`src/rtl/instruction_mode_decoder_pkg.sv`:
```
// Shared definitions for the instruction mode decoder: mode encodings,
// instruction field positions and the one-hot mode vector type.
package instr_dec_pkg;

    typedef enum logic [1:0] {
        MODE0 = 2'b00,
        MODE1 = 2'b01,
        MODE2 = 2'b10,
        MODE3 = 2'b11
    } mode_e;

    localparam int MODE_HI = 7;
    localparam int MODE_LO = 6;
    localparam int OPA_HI  = 5;
    localparam int OPA_LO  = 3;
    localparam int OPB_HI  = 2;
    localparam int OPB_LO  = 0;

    // Bit n set means mode n; all-zero is legal only straight out of reset.
    typedef logic [3:0] mode_onehot_t;

endpackage

```
`src/rtl/instruction_mode_decoder_if.sv`:
```
// Fetch-side request and execute-side decoded result of the decode stage.
interface instruction_mode_decoder_if;

    logic       instr_valid;
    logic [7:0] instruction;
    logic       out_valid;
    logic       mode0;
    logic       mode1;
    logic       mode2;
    logic       mode3;
    logic [2:0] op_a;
    logic [2:0] op_b;
    logic [5:0] imm6;

    modport master (
        output instr_valid, instruction,
        input  out_valid, mode0, mode1, mode2, mode3, op_a, op_b, imm6
    );

    modport slave (
        input  instr_valid, instruction,
        output out_valid, mode0, mode1, mode2, mode3, op_a, op_b, imm6
    );

endinterface

```
`src/rtl/mode_onehot_dec.sv`:
```
// Combinational 2-to-4 decoder turning the instruction mode field into a
// one-hot flag vector.
module mode_onehot_dec
    import instr_dec_pkg::*;
(
    input  mode_e        mode,
    output mode_onehot_t onehot
);

    // Map each mode encoding to its single flag bit
    always_comb begin
        onehot = 4'b0000;
        case (mode)
            MODE0:   onehot = 4'b0001;
            MODE1:   onehot = 4'b0010;
            MODE2:   onehot = 4'b0100;
            MODE3:   onehot = 4'b1000;
            default: onehot = 4'b0000;
        endcase
    end

endmodule

```
`src/rtl/instruction_mode_decoder.sv`:
```
// Registered decode stage: captures a valid instruction word, reports its
// addressing mode as one-hot flags and splits the payload into operand fields.
module instruction_mode_decoder
    import instr_dec_pkg::*;
(
    input  logic                          clk,
    input  logic                          rst,
    instruction_mode_decoder_if.slave     bus
);

    mode_onehot_t mode_onehot_s;
    mode_onehot_t mode_r;
    logic         valid_r;
    logic [2:0]   op_a_r;
    logic [2:0]   op_b_r;
    logic [5:0]   imm6_r;

    mode_onehot_dec u_mode_dec (
        .mode   (mode_e'(bus.instruction[MODE_HI:MODE_LO])),
        .onehot (mode_onehot_s)
    );

    // Capture registers: reset clears, a valid word loads, otherwise fields hold
    always_ff @(posedge clk) begin
        if (rst) begin
            valid_r <= 1'b0;
            mode_r  <= 4'b0000;
            op_a_r  <= 3'b000;
            op_b_r  <= 3'b000;
            imm6_r  <= 6'b000000;
        end else if (bus.instr_valid) begin
            valid_r <= 1'b1;
            mode_r  <= mode_onehot_s;
            op_a_r  <= bus.instruction[OPA_HI:OPA_LO];
            op_b_r  <= bus.instruction[OPB_HI:OPB_LO];
            imm6_r  <= bus.instruction[OPA_HI:OPB_LO];
        end else begin
            valid_r <= 1'b0;
        end
    end

    assign bus.out_valid = valid_r;
    assign bus.mode0     = mode_r[0];
    assign bus.mode1     = mode_r[1];
    assign bus.mode2     = mode_r[2];
    assign bus.mode3     = mode_r[3];
    assign bus.op_a      = op_a_r;
    assign bus.op_b      = op_b_r;
    assign bus.imm6      = imm6_r;

endmodule

```
`src/flat_wrapper.sv`:
```
// flat-port wrapper written by rule: the top's interface ports become plain ports
module instruction_mode_decoder_flat import instr_dec_pkg::*;
  (clk, rst, bus_instr_valid, bus_instruction, bus_out_valid, bus_mode0, bus_mode1, bus_mode2, bus_mode3, bus_op_a, bus_op_b, bus_imm6);
  instruction_mode_decoder_if bus_i ();
  input  logic clk;
  input  logic rst;
  input wire logic [$bits(bus_i.instr_valid)-1:0] bus_instr_valid;
  input wire logic [$bits(bus_i.instruction)-1:0] bus_instruction;
  output wire logic [$bits(bus_i.out_valid)-1:0] bus_out_valid;
  output wire logic [$bits(bus_i.mode0)-1:0] bus_mode0;
  output wire logic [$bits(bus_i.mode1)-1:0] bus_mode1;
  output wire logic [$bits(bus_i.mode2)-1:0] bus_mode2;
  output wire logic [$bits(bus_i.mode3)-1:0] bus_mode3;
  output wire logic [$bits(bus_i.op_a)-1:0] bus_op_a;
  output wire logic [$bits(bus_i.op_b)-1:0] bus_op_b;
  output wire logic [$bits(bus_i.imm6)-1:0] bus_imm6;
  assign bus_i.instr_valid = bus_instr_valid;
  assign bus_i.instruction = bus_instruction;
  assign bus_out_valid = bus_i.out_valid;
  assign bus_mode0 = bus_i.mode0;
  assign bus_mode1 = bus_i.mode1;
  assign bus_mode2 = bus_i.mode2;
  assign bus_mode3 = bus_i.mode3;
  assign bus_op_a = bus_i.op_a;
  assign bus_op_b = bus_i.op_b;
  assign bus_imm6 = bus_i.imm6;
  instruction_mode_decoder u_core (.clk(clk), .rst(rst), .bus(bus_i));
endmodule
```
`config.mk`:
```
export PLATFORM = sky130hd
export DESIGN_NAME = instruction_mode_decoder_flat
export DESIGN_NICKNAME = d
export VERILOG_FILES = /design/src/rtl/instruction_mode_decoder_pkg.sv /design/src/rtl/instruction_mode_decoder_if.sv /design/src/rtl/mode_onehot_dec.sv /design/src/rtl/instruction_mode_decoder.sv /design/src/flat_wrapper.sv
export SDC_FILE = /design/constraint.sdc
export NUM_CORES = 1
export LEC_CHECK = 0
export ABC_AREA = 1
export CAP_MARGIN = 25
export CORE_MARGIN = 10
export CORE_UTILIZATION = 33
export CTS_CLUSTER_DIAMETER = 50
export DETAILED_ROUTE_END_ITERATION = 10
export PLACE_DENSITY_LB_ADDON = 0.12
export SLEW_MARGIN = 5
export SYNTH_ARGS = -nofsm -noshare
export SYNTH_HDL_FRONTEND = slang
export SYNTH_SLANG_ARGS = --single-unit
export TNS_END_PERCENT = 30
```
`constraint.sdc`:
```
create_clock -name clk -period 0.8 [get_ports clk]
set_clock_uncertainty 0.1 [all_clocks]
set_input_delay 0.16 -clock clk [delete_from_list [all_inputs] [get_ports clk]]
set_output_delay 0.16 -clock clk [all_outputs]
set_load 0.005 [all_outputs]
```
Signal wires on met3:
Scale: 4 px per um.
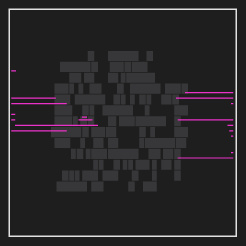
share of all routed wire	9.5%
nets with wire on the layer	17
wire length on this layer	120 um
main direction	horizontal
longest straight run	20.5 um

Placed standard cells:
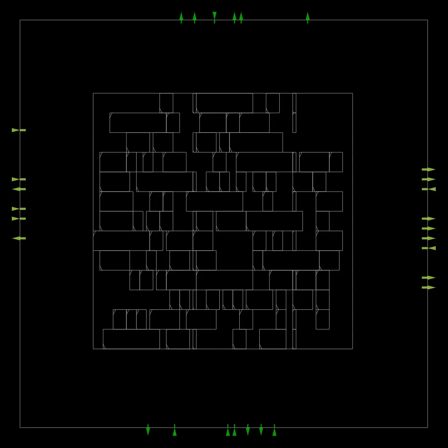
core area: 1270 sq um
final core occ: 58.6%
Rows: 13

==> results.py <==
# Synthesis and PnR figures
metrics = {
    "synth": {
        "ys_types": 9,
        "yosys_area_sq_um": 437,
        "synth-edff-count": 0,
        "syn-instance-count": 55,
        "synthArstFlopShare_pct": 0,
        "syn_area_sq_um": 437,
    },
    "worst_setup_path": {
        "cp-start-kind": "register",
        "crit_path_top_delay_cell": "dfxtp_2",
        "worstSetupPathType": "reg2out",
        "cp_top_family": "flip-flops",
        "arrival_ns": 0.71,
        "crit_cells": 1,
    },
    "clock_tree": {
        "postCtsSetupBuffers": 2,
        "cts_root_buf": "clkbuf_4",
        "cts.sink_count": 11,
        "cts-buffers-inserted": 3,
    },
    "timing": {
        "setup_viol": 19,
        "period_minus_slack_ns": 0.971,
        "hold_violations": 0,
        "finalWorstSetupSlack_ns": -0.171,
        "slew_viol_final": 0,
    },
    "hold_path": {
        "min_path_cells": 3,
    },
    "run_status": {
        "failed_checks": "negative setup slack",
        "status": "complete, but fails checks",
    },
    "final_layout": {
        "mi_logic_area_sq_um": 150,
        "flop_area_sq_um": 233,
        "antenna_cells": 0,
        "largest_reg_flops": 4,
    },
    "drt": {
        "drc_errors": 0,
        "drtIter0Drc": 5,
    },
    "grt": {
        "grt_pass1_wl_mm": 2.01,
    },
    "pwr": {
        "p_leak_uw": 0.000372,
    },
}
## cells in the final DEF (no fill, tap or decap), drive strengths merged
cell type,instances
nor2,2
clkbuf,4
dlygate4sd2,1
inv,3
a21oi,10
dlymetal6s2s,2
nand2,17
dfxtp,11
nand3,3
buf,27
clkdlybuf4s50,7
## tightest hold or removal path, stage by stage
cell and delay [ns]:
dlymetal6s2s_1 0.15, nand3_1 0.09, a21oi_1 0.05
## layer usage
layer,share of wire [%],routed length (um),track usage [%],vias to the layer above
met2,48,606,13.2,19
met1,42,526,7.87,199
li1,-,-,-,231
met3,9.5,120,3.15,2
met5,0,0,0,-
met4,1.0,13,4.12,0
## through the flow
stage / area [sq um] / TNS (ns) / setup WS, ns / util (%) / instances
6_report: 743 / -2.89 / -0.171 / 58.6 / 102
5_1_grt: 743 / -3.48 / -0.208 / 58.6 / 102
4_1_cts: 708 / -3.05 / -0.182 / 55.8 / 102
3_5_place_dp: 717 / -9.56 / -0.436 / 56.5 / 96
3_3_place_gp: 717 / -9.26 / -0.422 / 56.5 / 96
2_1_floorplan: 437 / 0 / 0.0903 / - / 55
## cell families after synthesis
logic type | after synthesis | synth area share (%)
flip-flops | 11 | 50.4
AND/OR/NAND/NOR | 22 | 19.8
AND-OR/OR-AND | 10 | 11.5
buffers and inverters | 12 | 18.3
## where the power goes
part	internal [uW]	switching [uW]
Clock	193	187
Combinational	129	83.6
Sequential	579	15.7
## final cells by class
type | instances | share of cell area, %
Clock buffer | 4 | 3.54
Tap cell | 15 | 2.53
Inverter | 3 | 1.52
Multi-Input combinational cell | 32 | 20.2
Sequential cell | 11 | 31.3
Timing Repair Buffer | 37 | 40.9
Power figures rest on the tool's default switching activity, not on a simulated workload.
